## src/rtl/pac_motion_ctrl_if.sv

```systemverilog
// Pac-Man motion controller bus: move/turn inputs, collision probe, committed sprite position.
// master = controller side, slave = the game/checker environment driving it.
interface pac_motion_ctrl_if;
    logic       move_tick;
    logic       dir_req_valid;
    logic [1:0] dir_req;
    logic [9:0] chk_x;
    logic [8:0] chk_y;
    logic [1:0] chk_dir;
    logic       chk_ok;
    logic [9:0] pac_x;
    logic [8:0] pac_y;
    logic [1:0] pac_dir;
    logic       moving;
    logic       busy;

    modport master (
        input  move_tick, dir_req_valid, dir_req, chk_ok,
        output chk_x, chk_y, chk_dir, pac_x, pac_y, pac_dir, moving, busy
    );

    modport slave (
        output move_tick, dir_req_valid, dir_req, chk_ok,
        input  chk_x, chk_y, chk_dir, pac_x, pac_y, pac_dir, moving, busy
    );
endinterface

```

## src/rtl/pac_motion_ctrl.sv

```systemverilog
// Per-tick Pac-Man mover: probes a pending turn, then the current heading, and commits a saturating step.
// Straight move lands PROBE_LAT+1 clocks after the tick edge; ticks arriving while busy are dropped.
module pac_motion_ctrl #(
    parameter int START_X   = 304,
    parameter int START_Y   = 224,
    parameter int STEP      = 1,
    parameter int PROBE_LAT = 3,
    parameter int X_MAX     = 608,
    parameter int Y_MAX     = 448
) (
    input  logic              clk,
    input  logic              rst,
    pac_motion_ctrl_if.master bus
);
    localparam logic [1:0] S_IDLE = 2'd0;
    localparam logic [1:0] S_PREQ = 2'd1;
    localparam logic [1:0] S_PCUR = 2'd2;
    localparam logic [1:0] S_STEP = 2'd3;

    localparam logic [1:0] DIR_UP = 2'b00;
    localparam logic [1:0] DIR_DN = 2'b01;
    localparam logic [1:0] DIR_LF = 2'b10;
    localparam logic [1:0] DIR_RT = 2'b11;

    localparam int CW = $clog2(PROBE_LAT + 2);

    logic [1:0]    state;
    logic [CW-1:0] cnt;
    logic          pend_valid;
    logic [1:0]    pend_dir;
    logic [9:0]    pac_x, chk_x;
    logic [8:0]    pac_y, chk_y;
    logic [1:0]    pac_dir, chk_dir;
    logic          moving;
    logic          sample;
    logic [10:0]   x_sum;
    logic [9:0]    y_sum;

    assign sample = (cnt == CW'(1));
    assign x_sum  = {1'b0, pac_x} + 11'(STEP);
    assign y_sum  = {1'b0, pac_y} + 10'(STEP);

    // A fresh strobe always overrides the clear that a granted turn would apply.
    always_ff @(posedge clk or negedge rst) begin
        if (!rst) begin
            pend_valid <= 1'b0;
            pend_dir   <= DIR_LF;
        end else if (bus.dir_req_valid) begin
            pend_dir   <= bus.dir_req;
            pend_valid <= (bus.dir_req != pac_dir);
        end else if (state == S_PREQ && sample && bus.chk_ok) begin
            pend_valid <= 1'b0;
        end
    end

    always_ff @(posedge clk or negedge rst) begin
        if (!rst) begin
            state   <= S_IDLE;
            cnt     <= '0;
            pac_x   <= 10'(START_X);
            pac_y   <= 9'(START_Y);
            pac_dir <= DIR_LF;
            chk_x   <= 10'(START_X);
            chk_y   <= 9'(START_Y);
            chk_dir <= DIR_LF;
            moving  <= 1'b0;
        end else begin
            case (state)
                S_IDLE: if (bus.move_tick) begin
                    chk_x <= pac_x;
                    chk_y <= pac_y;
                    cnt   <= CW'(PROBE_LAT);
                    if (pend_valid && pend_dir != pac_dir) begin
                        chk_dir <= pend_dir;
                        state   <= S_PREQ;
                    end else begin
                        chk_dir <= pac_dir;
                        state   <= S_PCUR;
                    end
                end
                S_PREQ: if (sample) begin
                    if (bus.chk_ok) begin
                        pac_dir <= pend_dir;
                        state   <= S_STEP;
                    end else begin
                        // Fallback probe holds one extra clock so a rejected turn costs 2*PROBE_LAT+2.
                        chk_dir <= pac_dir;
                        cnt     <= CW'(PROBE_LAT + 1);
                        state   <= S_PCUR;
                    end
                end else begin
                    cnt <= cnt - CW'(1);
                end
                S_PCUR: if (sample) begin
                    if (bus.chk_ok) begin
                        state <= S_STEP;
                    end else begin
                        moving <= 1'b0;
                        state  <= S_IDLE;
                    end
                end else begin
                    cnt <= cnt - CW'(1);
                end
                S_STEP: begin
                    case (pac_dir)
                        DIR_UP: pac_y <= (pac_y < 9'(STEP)) ? 9'd0 : pac_y - 9'(STEP);
                        DIR_DN: pac_y <= (y_sum > 10'(Y_MAX)) ? 9'(Y_MAX) : y_sum[8:0];
                        DIR_LF: pac_x <= (pac_x < 10'(STEP)) ? 10'd0 : pac_x - 10'(STEP);
                        DIR_RT: pac_x <= (x_sum > 11'(X_MAX)) ? 10'(X_MAX) : x_sum[9:0];
                        default: ;
                    endcase
                    moving <= 1'b1;
                    state  <= S_IDLE;
                end
                default: state <= S_IDLE;
            endcase
        end
    end

    assign bus.chk_x   = chk_x;
    assign bus.chk_y   = chk_y;
    assign bus.chk_dir = chk_dir;
    assign bus.pac_x   = pac_x;
    assign bus.pac_y   = pac_y;
    assign bus.pac_dir = pac_dir;
    assign bus.moving  = moving;
    assign bus.busy    = (state != S_IDLE);
endmodule

```

## src/flat_wrapper.sv

```systemverilog
// flat-port wrapper written by rule: the top's interface ports become plain ports
module pac_motion_ctrl_flat 
#(
    parameter int START_X   = 304,
    parameter int START_Y   = 224,
    parameter int STEP      = 1,
    parameter int PROBE_LAT = 3,
    parameter int X_MAX     = 608,
    parameter int Y_MAX     = 448
)
  (clk, rst, bus_move_tick, bus_dir_req_valid, bus_dir_req, bus_chk_ok, bus_chk_x, bus_chk_y, bus_chk_dir, bus_pac_x, bus_pac_y, bus_pac_dir, bus_moving, bus_busy);
  pac_motion_ctrl_if bus_i ();
  input  logic clk;
  input  logic rst;
  input wire logic [$bits(bus_i.move_tick)-1:0] bus_move_tick;
  input wire logic [$bits(bus_i.dir_req_valid)-1:0] bus_dir_req_valid;
  input wire logic [$bits(bus_i.dir_req)-1:0] bus_dir_req;
  input wire logic [$bits(bus_i.chk_ok)-1:0] bus_chk_ok;
  output wire logic [$bits(bus_i.chk_x)-1:0] bus_chk_x;
  output wire logic [$bits(bus_i.chk_y)-1:0] bus_chk_y;
  output wire logic [$bits(bus_i.chk_dir)-1:0] bus_chk_dir;
  output wire logic [$bits(bus_i.pac_x)-1:0] bus_pac_x;
  output wire logic [$bits(bus_i.pac_y)-1:0] bus_pac_y;
  output wire logic [$bits(bus_i.pac_dir)-1:0] bus_pac_dir;
  output wire logic [$bits(bus_i.moving)-1:0] bus_moving;
  output wire logic [$bits(bus_i.busy)-1:0] bus_busy;
  assign bus_i.move_tick = bus_move_tick;
  assign bus_i.dir_req_valid = bus_dir_req_valid;
  assign bus_i.dir_req = bus_dir_req;
  assign bus_i.chk_ok = bus_chk_ok;
  assign bus_chk_x = bus_i.chk_x;
  assign bus_chk_y = bus_i.chk_y;
  assign bus_chk_dir = bus_i.chk_dir;
  assign bus_pac_x = bus_i.pac_x;
  assign bus_pac_y = bus_i.pac_y;
  assign bus_pac_dir = bus_i.pac_dir;
  assign bus_moving = bus_i.moving;
  assign bus_busy = bus_i.busy;
  pac_motion_ctrl #(.START_X(START_X), .START_Y(START_Y), .STEP(STEP), .PROBE_LAT(PROBE_LAT), .X_MAX(X_MAX), .Y_MAX(Y_MAX)) u_core (.clk(clk), .rst(rst), .bus(bus_i));
endmodule
```

## config.mk

```make
export PLATFORM = sky130hd
export DESIGN_NAME = pac_motion_ctrl_flat
export DESIGN_NICKNAME = d
export VERILOG_FILES = /design/src/rtl/pac_motion_ctrl_if.sv /design/src/rtl/pac_motion_ctrl.sv /design/src/flat_wrapper.sv
export SDC_FILE = /design/constraint.sdc
export NUM_CORES = 1
export LEC_CHECK = 0
export CORE_MARGIN = 3
export CORE_UTILIZATION = 59
export CTS_BUF_LIST = sky130_fd_sc_hd__clkbuf_16
export CTS_CLUSTER_SIZE = 16
export DETAILED_ROUTE_END_ITERATION = 8
export MAX_ROUTING_LAYER = met4
export PLACE_DENSITY_LB_ADDON = 0.2
export SYNTH_ARGS = -nofsm -noshare
export SYNTH_HDL_FRONTEND = slang
export SYNTH_SLANG_ARGS = --single-unit
```

## constraint.sdc

```tcl
create_clock -name clk -period 3.5 [get_ports clk]
set_input_delay 0.35 -clock clk [delete_from_list [all_inputs] [get_ports clk]]
set_output_delay 0.35 -clock clk [all_outputs]
set_load 0.05 [all_outputs]
```

Run 1, signal wires on met2:
Drawn at 3 px/um.
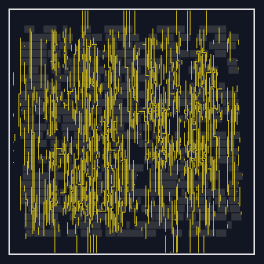
wire length on this layer: 4210 um
main direction: vertical

Run 1, routing congestion:
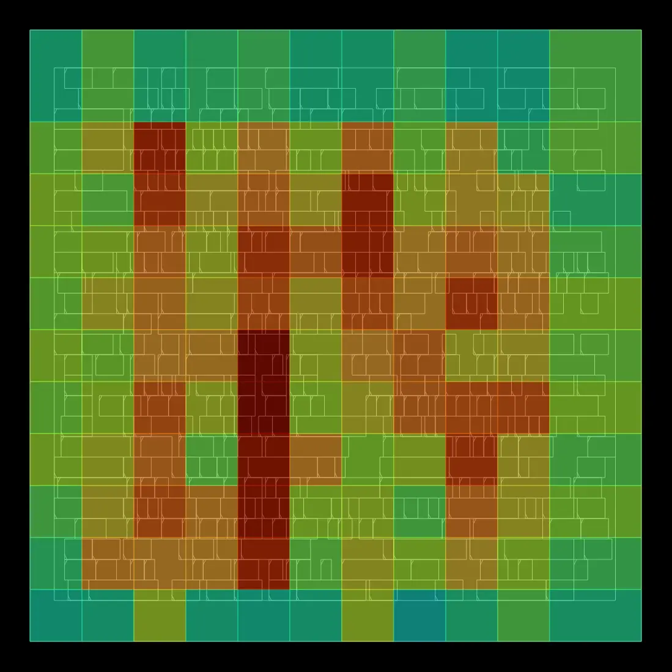
final core occ: 75.6%
routed length per instance: 17.4 um
routing usage on met2: 46.1%
met1 Use GR: 35.8%
gr busiest metal: met2

Run 1, logic cells by family:
Drawn at 6 px/um.
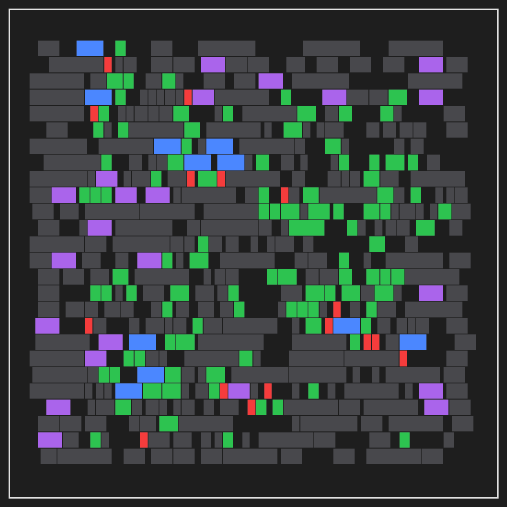
[blue] fa/ha/maj cells | cells: 11 | most used: ha_1
[green] aoi and oai cells | cells: 98 | most used: o21ai_0
[purple] mux cells | cells: 22 | most used: mux2_2 | where: all over the die
[red] inv cells | cells: 16 | most used: inv_1

==> run_results.csv, run 1 <==
group,metric,value,unit
final_layout,largest_registers,"u_core.bus.chk_x: 10 flops, u_core.bus.pac_x: 10 flops",
global_routing,grt.met3_usage,4.55,%
synthesis,mux_share,7.24,%
final_layout,lay_top_count,"clkdlybuf4s50_1",
critical_path,critical_path_required,3.70,ns
routing,routed_wl,8.44,mm
final_layout,area_delta_synth_final,19.4,%
global_routing,antenna_found_initial,0,
clock_tree,clock-sinks,51,
final_layout,layoutNonFillerInstCount,486,
synthesis,edf_count,0,
placement,dpl_cell_area,3820,um^2
critical_path,path_cells,"inv_1 > ha_1 > or4b_1 > or2_1 > o21ai_4 > nor2_1 > a222oi_1 > o31ai_1",
timing,relSlewSlack,32.2,%
pwr,seqPwrFrac,29.9,%
run_status,outcome,"completed",
critical_path,critPathKind,"register to register",
pwr,p_int,2070,uW
global_routing,grtUsageTotal,28.1,%
synthesis,simple_gate_share,21.5,%
pwr,pg_seq,1260,uW
critical_path,critPathCaptureType,"register",
pwr,vdd_drop_max,689,uV
critical_path,crit_cells,8,
synthesis,synthFlopType,"dfrtp_1",
pwr,p_sw,2150,uW
routing,via_count,3132,
routing,met3_length,514,um
final_layout,seq_area,1290,um^2
routing,antenna_left,0,
placement,dp.cells,478,
synthesis,top_cells_by_count,"dfrtp_1, o21ai_0, nand2_1",
floorplan,die_y,81.2,um
final_layout,drive_above_1_share,11.1,%
synthesis,yosys_warnings,0,
clock_tree,clkLatencyLatePin,0.29,ns
placement,place_congestion,0.960,
routing,dr.pass1.iters,5,
synthesis,yosys_area,3340,um^2
pwr,total_power,4230,uW
synthesis,adder_share,4.13,%
global_routing,grt_max_degree,41,
critical_path,cpMaxStageDelayCell,"dfrtp_1",
timing,finalClockPeriodUsage,73.3,%
final_layout,largestClassByArea,"logic gates",
synthesis,post-synth-top-count-cell,"dfrtp_1",
synthesis,top_area_share,27.0,%
synthesis,ys_cells,381,
floorplan,floorplan.core_util,63.3,%
timing,clock_skew,0.00693,ns
critical_path,startpoint_type,"register",
final_layout,bufAreaShareNonClock,12.6,%
timing,finalHoldViolations,0,
clock_tree,clock_tree.buffer_depth,2,
critical_path,ff2ff_setup_slack,0.93,ns
synthesis,ys_seq_share,38.8,%
clock_tree,postCtsHoldBufs,0,
routing,drc,0,
final_layout,signal_buffers,51,
global_routing,grt_pass1_wl,14.0,mm
clock_tree,cts_setup_buffers,0,
run,max-cap-violations,0,
critical_path,cp_max_fo,10,
run,log.warning_count,33,
final_layout,sh_comb_area,47.1,%
synthesis,yosys.area_share.xor_xnor,1.84,%
final_layout,design_area,3980,um^2
synthesis,synthCells,381,
placement,dp_slack,0.986,ns
min_path,hold_class,"input pin to asynchronous set/reset pin",
pwr,power.share.clock,12.7,%
pwr,swShare,50.9,%
synthesis,ys_async_sr_fraction,100,%
pwr,clk-power,536,uW
synthesis,netlist_area,3340,um^2
floorplan,die_w,81.2,um
floorplan,io_pins,51,
timing,max_freq,0.390,GHz
final_layout,ff_count,51,
Run 1, sequential cells grouped by signal name:
Drawn at 6 px/um. Other sequential cells in the stronger gray, the rest of the logic in the fainter gray.
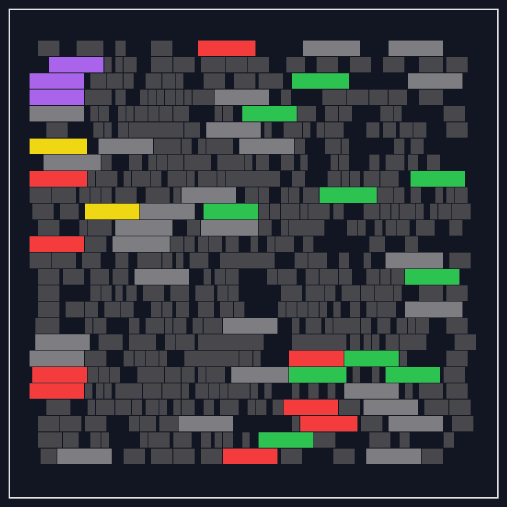

==> run 1 -> run 2 <==
--- a/config.mk
+++ b/config.mk
@@ -6,7 +6,7 @@
 export NUM_CORES = 1
 export LEC_CHECK = 0
 export CORE_MARGIN = 3
-export CORE_UTILIZATION = 59
+export CORE_UTILIZATION = 55
 export CTS_BUF_LIST = sky130_fd_sc_hd__clkbuf_16
 export CTS_CLUSTER_SIZE = 16
 export DETAILED_ROUTE_END_ITERATION = 8
==> constraint.sdc (replaced) <==
create_clock -name clk -period 2.6 [get_ports clk]
set_input_delay 0.26 -clock clk [delete_from_list [all_inputs] [get_ports clk]]
set_output_delay 0.26 -clock clk [all_outputs]
set_load 0.05 [all_outputs]
Run 2, sequential cells grouped by signal name:
Drawn at 6 px/um. Other sequential cells in the stronger gray, the rest of the logic in the fainter gray.
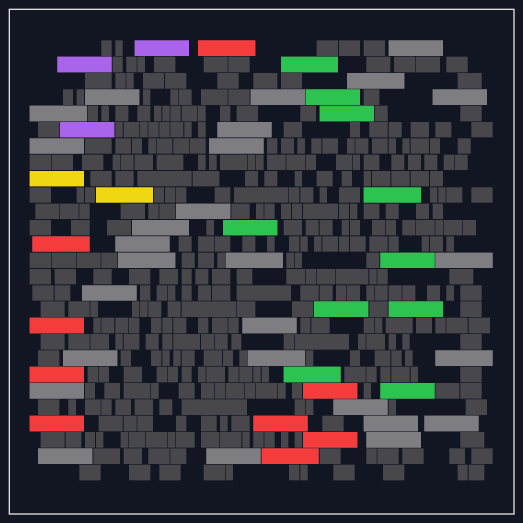
[yellow] `u_core.pend_dir` | sequential cells: 2
[green] `u_core.bus.pac_x` | sequential cells: 10
[red] `u_core.bus.chk_y` | sequential cells: 9
[purple] `u_core.cnt` | sequential cells: 3
not colored: 27

Run 2, routing congestion:
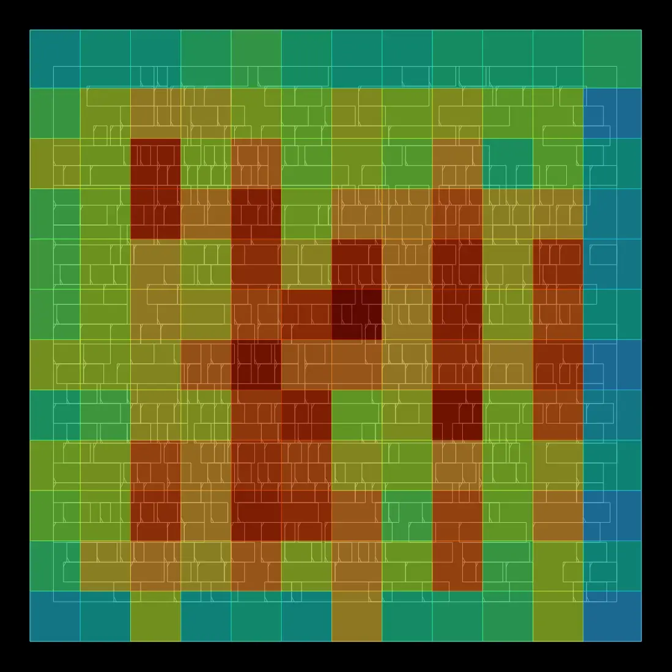
routing usage on met2: 44.7%
final core occ: 73.0%
met3 Track Usage GR: 3.16%
met1 Use GR: 33.9%
gr usage total: 26.6%

==> run 2 against run 1 <==
Utilization fell by 2.6 points. Critical path depth did not move. Clock power rose by 37%. Clock-buffer cell count did not move. Critical path type unchanged. Combinational power rose by 48%. Routed wire length rose by 5.3%.
==> run_results.csv, run 2 <==
group,metric,value,unit
pwr,power.share.clock,12.4,%
final_layout,bufAreaShareNonClock,15.8,%
pwr,swShare,50.3,%
timing,relSlewSlack,60.1,%
run,max-cap-violations,0,
floorplan,die_y,83.9,um
synthesis,yosys_area,3340,um^2
synthesis,ys_cells,381,
floorplan,floorplan.core_util,58.8,%
pwr,clk-power,733,uW
clock_tree,clkLatencyLatePin,0.29,ns
routing,antenna_left,0,
timing,finalHoldViolations,0,
critical_path,critPathCaptureType,"register",
final_layout,design_area,4150,um^2
synthesis,netlist_area,3340,um^2
run,log.warning_count,33,
pwr,vdd_drop_max,888,uV
routing,routedWlPerCell,17.5,um
pwr,pg_seq,1570,uW
final_layout,drive_above_1_share,15.6,%
synthesis,ys_seq_share,38.8,%
synthesis,synthFlopType,"dfrtp_1",
global_routing,grt_max_degree,32,
timing,finalClockPeriodUsage,95.1,%
floorplan,fp.coreArea,5680,um^2
final_layout,seq_area,1290,um^2
final_layout,ff_count,51,
synthesis,yosys.area_share.xor_xnor,1.84,%
synthesis,ys_async_sr_fraction,100,%
pwr,total_power,5890,uW
routing,met3_length,571,um
routing,drc,0,
clock_tree,postCtsHoldBufs,1,
synthesis,top_cells_by_count,"dfrtp_1, o21ai_0, nand2_1",
run_status,outcome,"completed",
placement,dp_slack,0.145,ns
clock_tree,clock-sinks,51,
final_layout,n_antenna_cell,0,
synthesis,synthCells,381,
final_layout,area_delta_synth_final,24.3,%
floorplan,die_w,83.9,um
timing,max_freq,0.404,GHz
synthesis,mux_share,7.24,%
synthesis,top_area_share,27.0,%
global_routing,top_usage_layer,"met2",
placement,place_congestion,1.00,
pwr,seqPwrFrac,26.7,%
pwr,p_sw,2960,uW
timing,tns,0,ns
global_routing,grt_pass1_wl,15.1,mm
critical_path,startpoint_type,"register",
final_layout,signal_buffers,71,
placement,dp.cells,499,
synthesis,post-synth-top-count-cell,"dfrtp_1",
critical_path,r2r_cells,8,
critical_path,critPathKind,"register to register",
final_layout,lay_top_count,"clkdlybuf4s50_1",
timing,period_needed,2.47,ns
critical_path,cp_max_fo,8,
routing,routed_wl,8.89,mm
clock_tree,cts_setup_buffers,0,
placement,dpl_cell_area,3970,um^2
routing,dr.pass1.iters,6,
synthesis,simple_gate_share,21.5,%
routing,via_count,3261,
global_routing,antenna_found_initial,0,
critical_path,critical_path_required,2.80,ns
clock_tree,clock_tree.buffer_depth,2,
synthesis,adder_share,4.13,%
final_layout,layoutNonFillerInstCount,508,
final_layout,largest_registers,"u_core.bus.chk_x: 10 flops, u_core.bus.pac_x: 10 flops",
floorplan,io_pins,51,
final_layout,sh_comb_area,45.4,%
Run 2, signal wires on met2:
Drawn at 3 px/um.
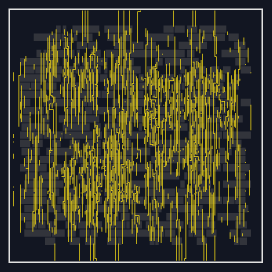
nets with wire on the layer: 400
share of all routed wire: 50%
wire length on this layer: 4420 um

Run 2, logic cells by family:
Drawn at 6 px/um.
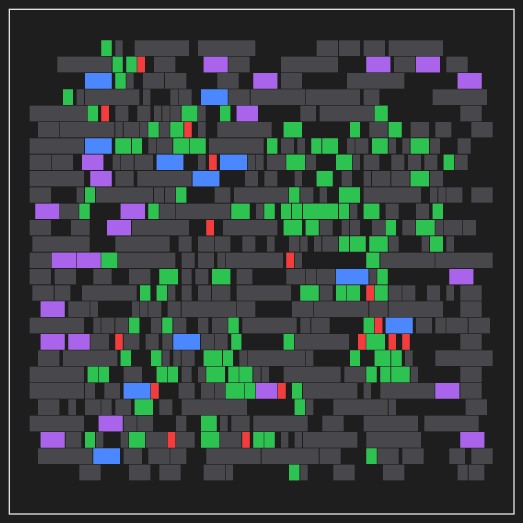

==> run 2 -> run 3 <==
--- a/config.mk
+++ b/config.mk
@@ -5,9 +5,12 @@
 export SDC_FILE = /design/constraint.sdc
 export NUM_CORES = 1
 export LEC_CHECK = 0
-export CORE_MARGIN = 3
-export CORE_UTILIZATION = 55
+export CELL_PAD_IN_SITES_DETAIL_PLACEMENT = 0
+export CELL_PAD_IN_SITES_GLOBAL_PLACEMENT = 1
+export CORE_MARGIN = 2
+export CORE_UTILIZATION = 41
 export CTS_BUF_LIST = sky130_fd_sc_hd__clkbuf_16
+export CTS_CLUSTER_DIAMETER = 200
 export CTS_CLUSTER_SIZE = 16
 export DETAILED_ROUTE_END_ITERATION = 8
 export MAX_ROUTING_LAYER = met4
Run 3, logic cells by family:
Drawn at 4 px/um.
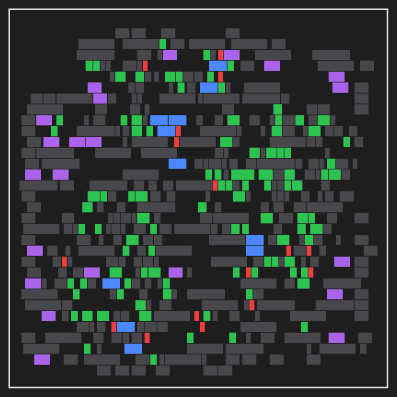
[purple] mux cells | cells: 22 | most used: mux2_2 | where: all over the die
[green] aoi and oai cells | cells: 98 | most used: o21ai_0
[red] inv cells | cells: 16 | most used: inv_1
[blue] fa/ha/maj cells | cells: 11 | most used: ha_1

Run 3, routing congestion:
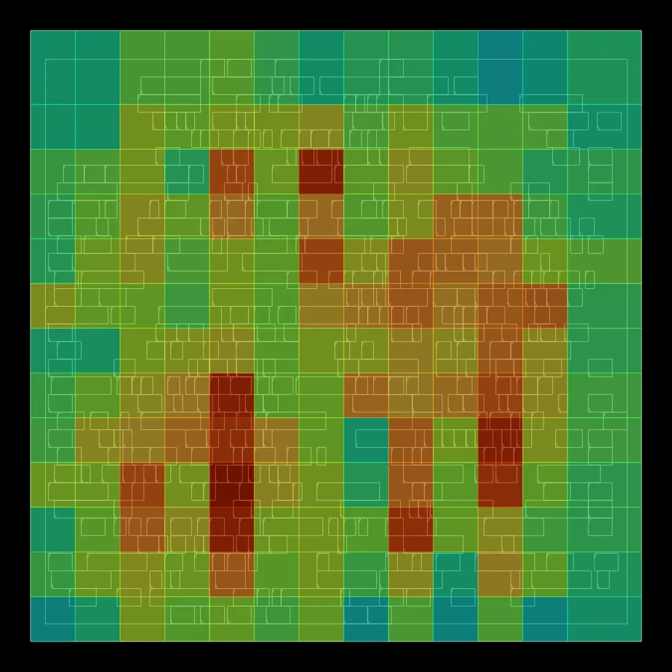
met1 Use GR: 28.7%
met3 Track Usage GR: 2.89%
routed length per instance: 16.0 um

==> run 3 against run 2 <==
Global-route usage is 5.7 points lower. Clock power shrank 12%. Non-clock buffer count fell by 2. Critical path type unchanged. First-iteration DRC count down 40%. Sequential power hardly changed. Final area fell by 0.18%. Cell count up 5.5%. Hold slack got worse by 0.48 ns. Area after synthesis did not move.
==> run_results.csv, run 3 <==
group,metric,value,unit
final_layout,drive_above_1_share,15.0,%
clock_tree,postCtsHoldBufs,0,
synthesis,yosys_area,3340,um^2
timing,finalWorstSetupSlack,0.187,ns
floorplan,fp.coreArea,7810,um^2
synthesis,ys_cells,381,
routing,dr.pass1.iters,4,
final_layout,area_delta_synth_final,24.0,%
clock_tree,cts_buffers,5,
timing,relSlewSlack,55.4,%
clock_tree,clock_tree.buffer_depth,2,
placement,place_congestion,0.894,
synthesis,mux_share,7.24,%
clock_tree,clkLatencyLatePin,0.29,ns
routing,route.layer.met1.wl,3.92,mm
clock_tree,clk_pin_slew,0.07,ns
floorplan,floorplan.core_util,42.7,%
global_routing,grtUsageTotal,21.0,%
pwr,swShare,50.9,%
global_routing,grt_util_met2,33.2,%
final_layout,design_area,4140,um^2
critical_path,r2r_cells,8,
critical_path,critical_path_required,2.76,ns
synthesis,top_cells_by_count,"dfrtp_1, o21ai_0, nand2_1",
critical_path,cp_max_fo,8,
routing,highest_layer,"met4",
run,log.warning_count,33,
timing,max_freq,0.414,GHz
final_layout,lay_top_count,"clkdlybuf4s50_1",
final_layout,sh_comb_area,45.3,%
final_layout,inverters,16,
final_layout,n_antenna_cell,0,
routing,met2WireLength,4.19,mm
timing,finalClockPeriodUsage,92.8,%
synthesis,ys_async_sr_fraction,100,%
routing,routed_wl,8.60,mm
synthesis,top_area_share,27.0,%
final_layout,largest_registers,"u_core.bus.chk_x: 10 flops, u_core.bus.pac_x: 10 flops",
routing,via_count,3128,
floorplan,die_w,94.2,um
synthesis,post-synth-top-count-cell,"dfrtp_1",
routing,antenna_left,0,
synthesis,aoi_share,21.5,%
final_layout,clk_share,3.42,%
global_routing,grt_pass1_wl,14.6,mm
critical_path,critPathKind,"register to register",
placement,dp.cells,526,
routing,drc,0,
placement,dp_slack,0.151,ns
synthesis,simple_gate_share,21.5,%
run,max-cap-violations,0,
clock_tree,cts_setup_buffers,0,
pwr,p_sw,2920,uW
synthesis,yosys.area_share.xor_xnor,1.84,%
synthesis,synthFlopType,"dfrtp_1",
synthesis,synthCells,381,
critical_path,critPathCaptureType,"register",
global_routing,grt_max_degree,30,
run_status,outcome,"completed",
synthesis,adder_share,4.13,%
clock_tree,clock-sinks,51,
floorplan,io_pins,51,
final_layout,signal_buffers,69,
pwr,seqPwrFrac,27.4,%
global_routing,top_usage_layer,"met2",
routing,met3_length,412,um
final_layout,sh_seq_area,31.3,%
pwr,pg_seq,1570,uW
pwr,clk-power,642,uW
final_layout,bufAreaShareNonClock,15.4,%
placement,dpl_cell_area,3980,um^2
timing,finalHoldViolations,0,
global_routing,antenna_found_initial,0,
synthesis,netlist_area,3340,um^2
synthesis,ys_seq_share,38.8,%
critical_path,startpoint_type,"register",
final_layout,layoutNonFillerInstCount,536,
Run 3, sequential cells grouped by signal name:
Drawn at 4 px/um. Other sequential cells in the stronger gray, the rest of the logic in the fainter gray.
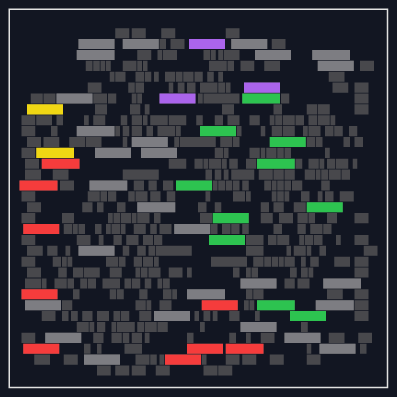
[purple] `u_core.cnt` | sequential cells: 3
[yellow] `u_core.pend_dir` | sequential cells: 2
[red] `u_core.bus.chk_y` | sequential cells: 9
[green] `u_core.bus.pac_x` | sequential cells: 10
not colored: 27
final core occ: 53.0%
Register Area: 1290 um^2

Power figures rest on the tool's default switching activity, not on a simulated workload.
